### src/rtl/z80_rom_wait_ctrl_pkg.sv
// Shared types and constants for the Z80 ROM wait-state controller.
// The Z80_ROM_TIMEOUT_EN macro enables the fetch timeout and the ROM_ERR flag.
package z80_rom_wait_ctrl_pkg;

    localparam int unsigned ADDR_W     = 16;
    localparam int unsigned ROM_ADDR_W = 15;
    localparam int unsigned DATA_W     = 8;
    localparam int unsigned TMO_CNT_W  = 8;
    localparam int unsigned STATE_W    = 2;

    localparam logic [ADDR_W-1:0] ROM_END_DEFAULT = 16'h5FFF;
    localparam int unsigned       TIMEOUT_DEFAULT = 255;

    typedef enum logic [STATE_W-1:0] {
        IDLE = 2'd0,
        REQ  = 2'd1,
        HOLD = 2'd2
    } rom_state_e;

    // Plain-vector aliases of the enum values used by the FSM register.
    localparam logic [STATE_W-1:0] ST_IDLE = IDLE;
    localparam logic [STATE_W-1:0] ST_REQ  = REQ;
    localparam logic [STATE_W-1:0] ST_HOLD = HOLD;

    // True when a CPU address falls inside the window served by this block.
    function automatic logic in_rom(input logic [ADDR_W-1:0] adrs,
                                    input logic [ADDR_W-1:0] rom_end);
        return adrs <= rom_end;
    endfunction

endpackage

### src/rtl/z80_rom_wait_ctrl_if.sv
// CPU bus and external ROM port bundle for the Z80 ROM wait-state controller.
// ROM_ERR exists only when Z80_ROM_TIMEOUT_EN is defined.
interface z80_rom_wait_ctrl_if
    import z80_rom_wait_ctrl_pkg::*;
();

    // CPU side
    logic [ADDR_W-1:0]     adrs;
    logic                  mreq_n;
    logic                  rd_n;
    logic                  rfsh_n;
    logic                  wait_n;
    logic [DATA_W-1:0]     dout;
    logic                  rom_sel;

    // External ROM side
    logic                  rom_req;
    logic [ROM_ADDR_W-1:0] rom_addr;
    logic                  rom_ack;
    logic [DATA_W-1:0]     rom_data;
`ifdef Z80_ROM_TIMEOUT_EN
    logic                  rom_err;
`endif

    // CPU core plus ROM memory model
    modport master (
        output adrs,
        output mreq_n,
        output rd_n,
        output rfsh_n,
        output rom_ack,
        output rom_data,
        input  wait_n,
        input  dout,
        input  rom_sel,
        input  rom_req,
`ifdef Z80_ROM_TIMEOUT_EN
        input  rom_err,
`endif
        input  rom_addr
    );

    // The wait-state controller itself
    modport slave (
        input  adrs,
        input  mreq_n,
        input  rd_n,
        input  rfsh_n,
        input  rom_ack,
        input  rom_data,
        output wait_n,
        output dout,
        output rom_sel,
        output rom_req,
`ifdef Z80_ROM_TIMEOUT_EN
        output rom_err,
`endif
        output rom_addr
    );

endinterface

### src/rtl/z80_rom_wait_ctrl.sv
// Stretches Z80 reads of the low ROM window with WAIT_N while a byte is fetched
// from external ROM. Define Z80_ROM_TIMEOUT_EN to add the REQ timeout and ROM_ERR.
module z80_rom_wait_ctrl
    import z80_rom_wait_ctrl_pkg::*;
#(
    parameter logic [ADDR_W-1:0] ROM_END = ROM_END_DEFAULT
`ifdef Z80_ROM_TIMEOUT_EN
  , parameter int unsigned       TIMEOUT = TIMEOUT_DEFAULT
`endif
) (
    input  logic                clk,
    input  logic                rst_n,
    z80_rom_wait_ctrl_if.slave  bus
);

    logic [STATE_W-1:0]    state_q,    state_d;
    logic [ROM_ADDR_W-1:0] rom_addr_q, rom_addr_d;
    logic [DATA_W-1:0]     dout_q,     dout_d;
    logic                  rom_req_q,  rom_req_d;
    logic                  rom_sel_q,  rom_sel_d;
    logic                  start_c;
    logic                  wait_n_c;

`ifdef Z80_ROM_TIMEOUT_EN
    localparam logic [TMO_CNT_W-1:0] TMO_LAST = TMO_CNT_W'(TIMEOUT - 1);

    logic [TMO_CNT_W-1:0]  tmo_cnt_q, tmo_cnt_d;
    logic                  rom_err_q, rom_err_d;
    logic                  tmo_hit_c;
`endif

    // Memory read of the ROM window, not a refresh, and no fetch in flight.
    always_comb begin
        start_c = 1'b0;
        start_c = !bus.mreq_n && !bus.rd_n && bus.rfsh_n
                  && in_rom(bus.adrs, ROM_END)
                  && (state_q == ST_IDLE);
    end

    // WAIT_N must drop in the same cycle the read appears, so it is combinational.
    always_comb begin
        wait_n_c = 1'b1;
        if (start_c || (state_q == ST_REQ)) begin
            wait_n_c = 1'b0;
        end
    end

`ifdef Z80_ROM_TIMEOUT_EN
    always_comb begin
        tmo_hit_c = 1'b0;
        tmo_hit_c = (tmo_cnt_q == TMO_LAST);
    end
`endif

    // Next-state and next-output logic.
    always_comb begin
        state_d    = state_q;
        rom_addr_d = rom_addr_q;
        dout_d     = dout_q;
`ifdef Z80_ROM_TIMEOUT_EN
        tmo_cnt_d  = tmo_cnt_q;
        rom_err_d  = rom_err_q;
`endif

        case (state_q)
            ST_IDLE: begin
                if (start_c) begin
                    state_d    = ST_REQ;
                    rom_addr_d = bus.adrs[ROM_ADDR_W-1:0];
`ifdef Z80_ROM_TIMEOUT_EN
                    tmo_cnt_d  = '0;
`endif
                end
            end

            ST_REQ: begin
                // A bus abort wins over a coincident acknowledge.
                if (bus.mreq_n) begin
                    state_d = ST_IDLE;
                end else if (bus.rom_ack) begin
                    state_d = ST_HOLD;
                    dout_d  = bus.rom_data;
                end
`ifdef Z80_ROM_TIMEOUT_EN
                else if (tmo_hit_c) begin
                    state_d   = ST_HOLD;
                    dout_d    = DATA_W'(8'hFF);
                    rom_err_d = 1'b1;
                end else begin
                    tmo_cnt_d = tmo_cnt_q + TMO_CNT_W'(1);
                end
`endif
            end

            ST_HOLD: begin
                if (bus.mreq_n) begin
                    state_d = ST_IDLE;
                end
            end

            default: begin
                state_d = ST_IDLE;
            end
        endcase

        rom_req_d = (state_d == ST_REQ);
        rom_sel_d = (state_d == ST_HOLD);
    end

    always_ff @(posedge clk or negedge rst_n) begin
        if (!rst_n) begin
            state_q    <= ST_IDLE;
            rom_addr_q <= '0;
            dout_q     <= '0;
            rom_req_q  <= 1'b0;
            rom_sel_q  <= 1'b0;
        end else begin
            state_q    <= state_d;
            rom_addr_q <= rom_addr_d;
            dout_q     <= dout_d;
            rom_req_q  <= rom_req_d;
            rom_sel_q  <= rom_sel_d;
        end
    end

`ifdef Z80_ROM_TIMEOUT_EN
    // REQ cycle counter and sticky error flag.
    always_ff @(posedge clk or negedge rst_n) begin
        if (!rst_n) begin
            tmo_cnt_q <= '0;
            rom_err_q <= 1'b0;
        end else begin
            tmo_cnt_q <= tmo_cnt_d;
            rom_err_q <= rom_err_d;
        end
    end

    assign bus.rom_err = rom_err_q;
`endif

    assign bus.wait_n   = wait_n_c;
    assign bus.dout     = dout_q;
    assign bus.rom_sel  = rom_sel_q;
    assign bus.rom_req  = rom_req_q;
    assign bus.rom_addr = rom_addr_q;

endmodule

### src/flat_wrapper.sv
// flat-port wrapper written by rule: the top's interface ports become plain ports
module z80_rom_wait_ctrl_flat import z80_rom_wait_ctrl_pkg::*;
#(
    parameter logic [ADDR_W-1:0] ROM_END = ROM_END_DEFAULT

)
  (clk, rst_n, bus_adrs, bus_mreq_n, bus_rd_n, bus_rfsh_n, bus_rom_ack, bus_rom_data, bus_wait_n, bus_dout, bus_rom_sel, bus_rom_req, bus_rom_addr);
  z80_rom_wait_ctrl_if bus_i ();
  input  logic clk;
  input  logic rst_n;
  input wire logic [$bits(bus_i.adrs)-1:0] bus_adrs;
  input wire logic [$bits(bus_i.mreq_n)-1:0] bus_mreq_n;
  input wire logic [$bits(bus_i.rd_n)-1:0] bus_rd_n;
  input wire logic [$bits(bus_i.rfsh_n)-1:0] bus_rfsh_n;
  input wire logic [$bits(bus_i.rom_ack)-1:0] bus_rom_ack;
  input wire logic [$bits(bus_i.rom_data)-1:0] bus_rom_data;
  output wire logic [$bits(bus_i.wait_n)-1:0] bus_wait_n;
  output wire logic [$bits(bus_i.dout)-1:0] bus_dout;
  output wire logic [$bits(bus_i.rom_sel)-1:0] bus_rom_sel;
  output wire logic [$bits(bus_i.rom_req)-1:0] bus_rom_req;
  output wire logic [$bits(bus_i.rom_addr)-1:0] bus_rom_addr;
  assign bus_i.adrs = bus_adrs;
  assign bus_i.mreq_n = bus_mreq_n;
  assign bus_i.rd_n = bus_rd_n;
  assign bus_i.rfsh_n = bus_rfsh_n;
  assign bus_i.rom_ack = bus_rom_ack;
  assign bus_i.rom_data = bus_rom_data;
  assign bus_wait_n = bus_i.wait_n;
  assign bus_dout = bus_i.dout;
  assign bus_rom_sel = bus_i.rom_sel;
  assign bus_rom_req = bus_i.rom_req;
  assign bus_rom_addr = bus_i.rom_addr;
  z80_rom_wait_ctrl #(.ROM_END(ROM_END)) u_core (.clk(clk), .rst_n(rst_n), .bus(bus_i));
endmodule
### config.mk
export PLATFORM = sky130hd
export DESIGN_NAME = z80_rom_wait_ctrl_flat
export DESIGN_NICKNAME = d
export VERILOG_FILES = /design/src/rtl/z80_rom_wait_ctrl_pkg.sv /design/src/rtl/z80_rom_wait_ctrl_if.sv /design/src/rtl/z80_rom_wait_ctrl.sv /design/src/flat_wrapper.sv
export SDC_FILE = /design/constraint.sdc
export NUM_CORES = 1
export LEC_CHECK = 0
export CORE_AREA = 3 3 60 62
export CTS_BUF_LIST = sky130_fd_sc_hd__clkbuf_16
export DETAILED_ROUTE_END_ITERATION = 16
export DIE_AREA = 0 0 63 65
export PLACE_DENSITY = 0.73
export REMOVE_ABC_BUFFERS = 1
export SYNTH_ARGS = -nofsm -noshare
export SYNTH_HDL_FRONTEND = slang
export SYNTH_SLANG_ARGS = --single-unit
### constraint.sdc
create_clock -name clk -period 1.5 [get_ports clk]
set_input_delay 0.3 -clock clk [delete_from_list [all_inputs] [get_ports clk]]
set_output_delay 0.3 -clock clk [all_outputs]
set_load 0.02 [all_outputs]
==> git commit body, run 1 <==
Refresh implementation metrics

- R2R Path End: u_core.bus.dout[3]
- The commonest register cell is sky130_fd_sc_hd__dfrtp_1.
- Post-layout net count: around 160
- Between clock sinks in the finished design, the worst skew comes to 1.64 ps.
* CP Depth: 4
- Final worst setup slack: -76.7 ps
- 34 cells are multi-input combinational gates.
- Setup repair after global routing could not meet its margin everywhere.
* Crit path cell chain: nor4b_4 -> nand2_4 -> o21a_1 -> buf_6
* Violated checks: setup timing
- Root Buffer Master: sky130_fd_sc_hd__clkbuf_16
* Area of the die: 4100 sq um
- Yosys stat chip area: 1070 sq um
* Sequential Area: 676 sq um
- Final setup violation count: 1
* Critical path capture point: bus_wait_n
- The report puts the cell count of the worst reg-to-reg path at 5.
* Final cell count without fillers: ~180
* Floorplan die height: 65 microns
* Outcome: finished, violations left
run 1: power by group through the flow:
| stage | registers (mW) | logic [mW] | clock network [mW] |
|---|---|---|---|
| floorplan | 1.17 | 0.181 | 0 |
| global route | 0.992 | 0.780 | 0.633 |
| global placement | 0.972 | 0.837 | 0 |
| detailed placement | 0.988 | 0.852 | 0 |
| CTS | 0.972 | 0.740 | 0.604 |
| finish | 0.969 | 0.727 | 0.579 |
run 1: metal layers:
metal / routed length (microns) / global-route usage [%] / vias up
met1: 959 / 14.3 / 390
met5: 0 / 0 / -
li1: - / - / 363
met2: 1290 / 24.2 / 32
met4: 17 / 4.13 / 0
met3: 209 / 5.03 / 2
run 1: sequential cells by signal, indices dropped and copies added (netlist names):
name and cells:
u_core.bus.rom_sel 1, u_core.bus.rom_addr 15, u_core.bus.dout 8, u_core.bus.rom_req 1, u_core.state_q 2
run 1: stage by stage:
step / util, % / TNS, ps / area [sq um]
final: 58.6 / -76.7 / 1800
after global routing: 58.6 / -456 / 1800
after CTS: 58.5 / -92.6 / 1800
after detailed placement: 57.0 / -7410 / 1750
after global placement: 57.0 / -6880 / 1750
after floorplan: - / 0 / 1060
run 1: logic make-up (layout without fill, tap and decap cells):
| family | Yosys count | count (layout) | share of synthesized area, % |
|---|---|---|---|
| buffers and inverters | 2 | 70 | 1.40 |
| muxes | 23 | 23 | 26.6 |
| AOI/OAI and AO/OA | 6 | 6 | 3.97 |
| and+or+nand+nor | 5 | 5 | 4.91 |
| DFF | 27 | 27 | 63.1 |
run 1: repair_timing:
action / 4_1_cts / 5_1_grt
cloned: 0 / 0
setup endpoints to repair: 39 / 19
pin swaps: 3 / 1
resized: 36 / 1
buffers inserted: 0 / 0
Figure 1. Routing congestion (run 1).
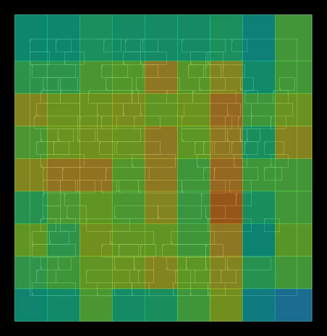
global-route met3 utilization: 5.03%
global routing met2 resource utilization: 24.2%
GRT Util Overall: 13.4%
final standard cell utilization of the core: 58.6%

Figure 2. Signal wires by layer (run 1).
Two of the layers only.
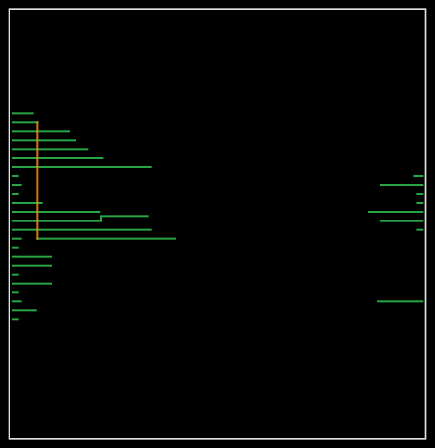
met3: shown in green, wire length 210 microns. met4: shown in orange, wire length 17.7 microns.

Figure 3. Sequential cells coloured by netlist name (run 1).
Bar = 20 microns. Other sequential cells in the stronger grey, the rest of the logic in the fainter grey.
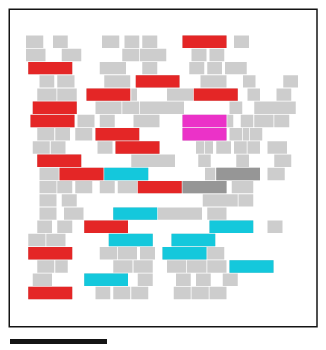
`u_core.bus.rom_addr`: shown in red, placed flops 15. `u_core.bus.dout`: shown in cyan, placed flops 8, where south. `u_core.state_q`: shown in magenta, placed flops 2.

Figure 4. Gate-type map (run 1).
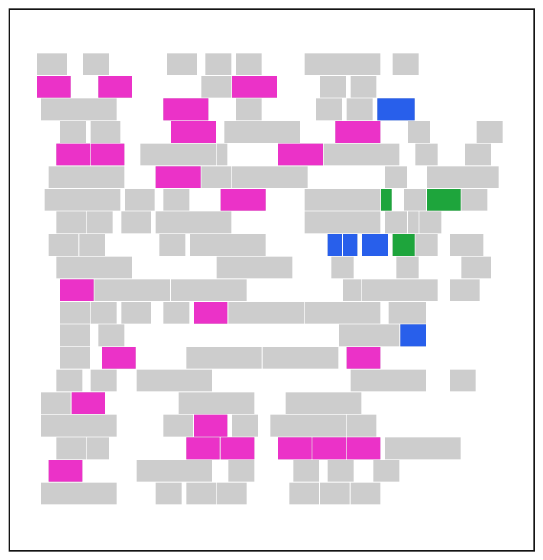

--- run 2 (diff from run 1) ---
==> constraint.sdc (replaced) <==
create_clock -name clk -period 1.5 [get_ports clk]
set_input_delay 0.15 -clock clk [delete_from_list [all_inputs] [get_ports clk]]
set_output_delay 0.15 -clock clk [all_outputs]
set_load 0.02 [all_outputs]
Figure 5. Gate-type map (run 2).
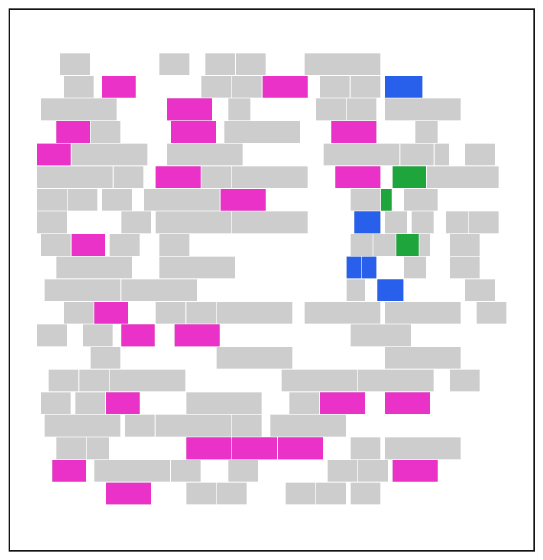
NAND gates: shown in green, cells 3. inverting AOI/OAI gates: shown in blue, cells 5. multiplexers: shown in magenta, cells 23.
multi-input gate share of the layout cell area: 22.2%
most frequently placed logic cell in the final layout: sky130_fd_sc_hd__clkdlybuf4s50_1

==> run 2 against run 1 <==
  * The run now ends clean
  * Non-clock buffer count unchanged
  * Sequential power hardly changed
  * Worst hold slack worse by 160 ps
  * Flip-flop count did not move
  * Critical path depth rose by 1
  * Final cell count did not move
  * Global-route usage fell by 0.51 points
  * Clock power is 4.0% higher
  * Combinational power up about 20%
  * Critical endpoint is now u_core.bus.dout[4]
  * Largest power group unchanged
  * Highest routed layer unchanged
==> git commit body, run 2 <==
Refresh implementation metrics

- Port buffering added 55 buffers.
- According to the floorplan report, the die height is 65 microns.
* Crit path cell chain: buf_6 -> nand3b_1 -> nor2_2 -> buf_12 -> mux2_4
- CP Depth: 5
- Total power of the final layout: 2.45 mW
- Root Buffer Master: sky130_fd_sc_hd__clkbuf_16
- Global-route met3 utilization: roughly 5.2%
- Power attributed to the clock group is 602 uW.
- Worst-case reg-to-reg path depth: 5
- Arrival time at the worst endpoint: ~1600 ps
* Yosys stat chip area: 1070 sq um
- The largest single stage delay on the critical path is a little over 400 ps.
* Total combinational power: 872 uW
- Once placement finished, the instance area stood at roughly 1700 sq um.
* Area of the die: 4100 sq um
- Final standard cell utilization of the core: 60.9%
* Detailed-route wire length on metal 1: 984 microns
* Power density relative to cell area: around 1300 nW/um^2
- For the sequential group, total power comes out at 972 uW.
- Final cell count without fillers: 175
- Post-layout net count: 162
* Number of flip-flops in the largest register: 15
- Core footprint: 3080 sq um
* Part of the Yosys area used for sequential elements: 63.1%
* Outcome: finished, final reports clean
- In the detailed route, the total length drawn on met2 is roughly 1200 microns.
- In this run the worst path has a maximum fanout of 8.
- Global routing met1 resource utilization: 14.7%
- GRT Util Overall: 12.8%
- Final worst setup slack: 27.4 ps
- Wire segments on met3 add up to 245 microns in the final route.
- Leading register cell type out of synthesis: sky130_fd_sc_hd__dfrtp_1
- Busiest metal layer after global routing: met2
- Final Instance Area: 1870 sq um
- RSZ-0062 raised after global routing: yes
* Layout overhead on the synthesized area: 74.9%
- In the final layout, flip-flops and latches occupy 676 sq um.
- about 56 I/O pins were placed.
* Most frequent cells in the layout: sky130_fd_sc_hd__clkdlybuf4s50_1 (54), sky130_fd_sc_hd__dfrtp_1 (27), sky130_fd_sc_hd__mux2_4 (15)
* Uppermost metal layer occupied by signal nets: met4
- Final setup violation count: 0
- The largest part of the power goes to registers.
- Clock latency on the worst-skew pair: between 200 and 300 ps
-- run 2: netlist changes by cell type in the layout (fill, tap and decap cells not counted), sizes merged --
cell / previous run / this run
clkdlybuf4s50: 24 / 54
inv: 2 / 1
clkinvlp: 0 / 1
dlygate4sd2: 29 / 0
dlymetal6s2s: 1 / 0
-- run 2: path summary, 6_finish.rpt --
path / start / end / slack [ps]
worst max-delay path: u_core.state_q[1] / u_core.bus.dout[4] / 30
worst min-delay path: rst_n / u_core.bus.rom_addr[6] / 260
worst max register to register: u_core.state_q[1] / u_core.bus.dout[4] / 30
worst min register to register: u_core.bus.rom_addr[1] / u_core.bus.rom_addr[1] / 500
max in group asynchronous: rst_n / u_core.bus.rom_addr[14] / 990
min in group clk: bus_adrs[1] / u_core.bus.rom_addr[1] / 500
-- run 2: timing repair --
| action | in CTS | in global routing |
|---|---|---|
| gates resized | 4 | 11 |
| pin swaps | 0 | 3 |
| setup endpoints to repair | 1 | 24 |
| buffers inserted | 0 | 1 |
-- run 2: final cells by class --
class                   count  share of cell area (%)
flip-flops and latches     27                    36.1
repair buffers             65                    34.2
multi-input cells          34                    22.2
clock buffers               3                    4.01
well taps                  44                    2.94
clock inverters             1                   0.401
inverters                   1                   0.200
-- run 2: metrics by stage --
| stage | hold slack [ps] | setup TNS (ps) |
|---|---|---|
| floorplan | -146 | 0 |
| global placement | 488 | -2920 |
| detailed placement | 495 | -3530 |
| CTS | 265 | 0 |
| global route | 285 | -623 |
| finish | 256 | 0 |
-- run 2: kinds of logic after synthesis --
kind of cell    after synthesis  share of synthesized area [%]
compound gates                6                           3.97
flops                        27                           63.1
buf+inv                       2                           1.40
simple gates                  5                           4.91
mux                          23                           26.6
No activity file was given, so power comes from the tool's default toggle rates.
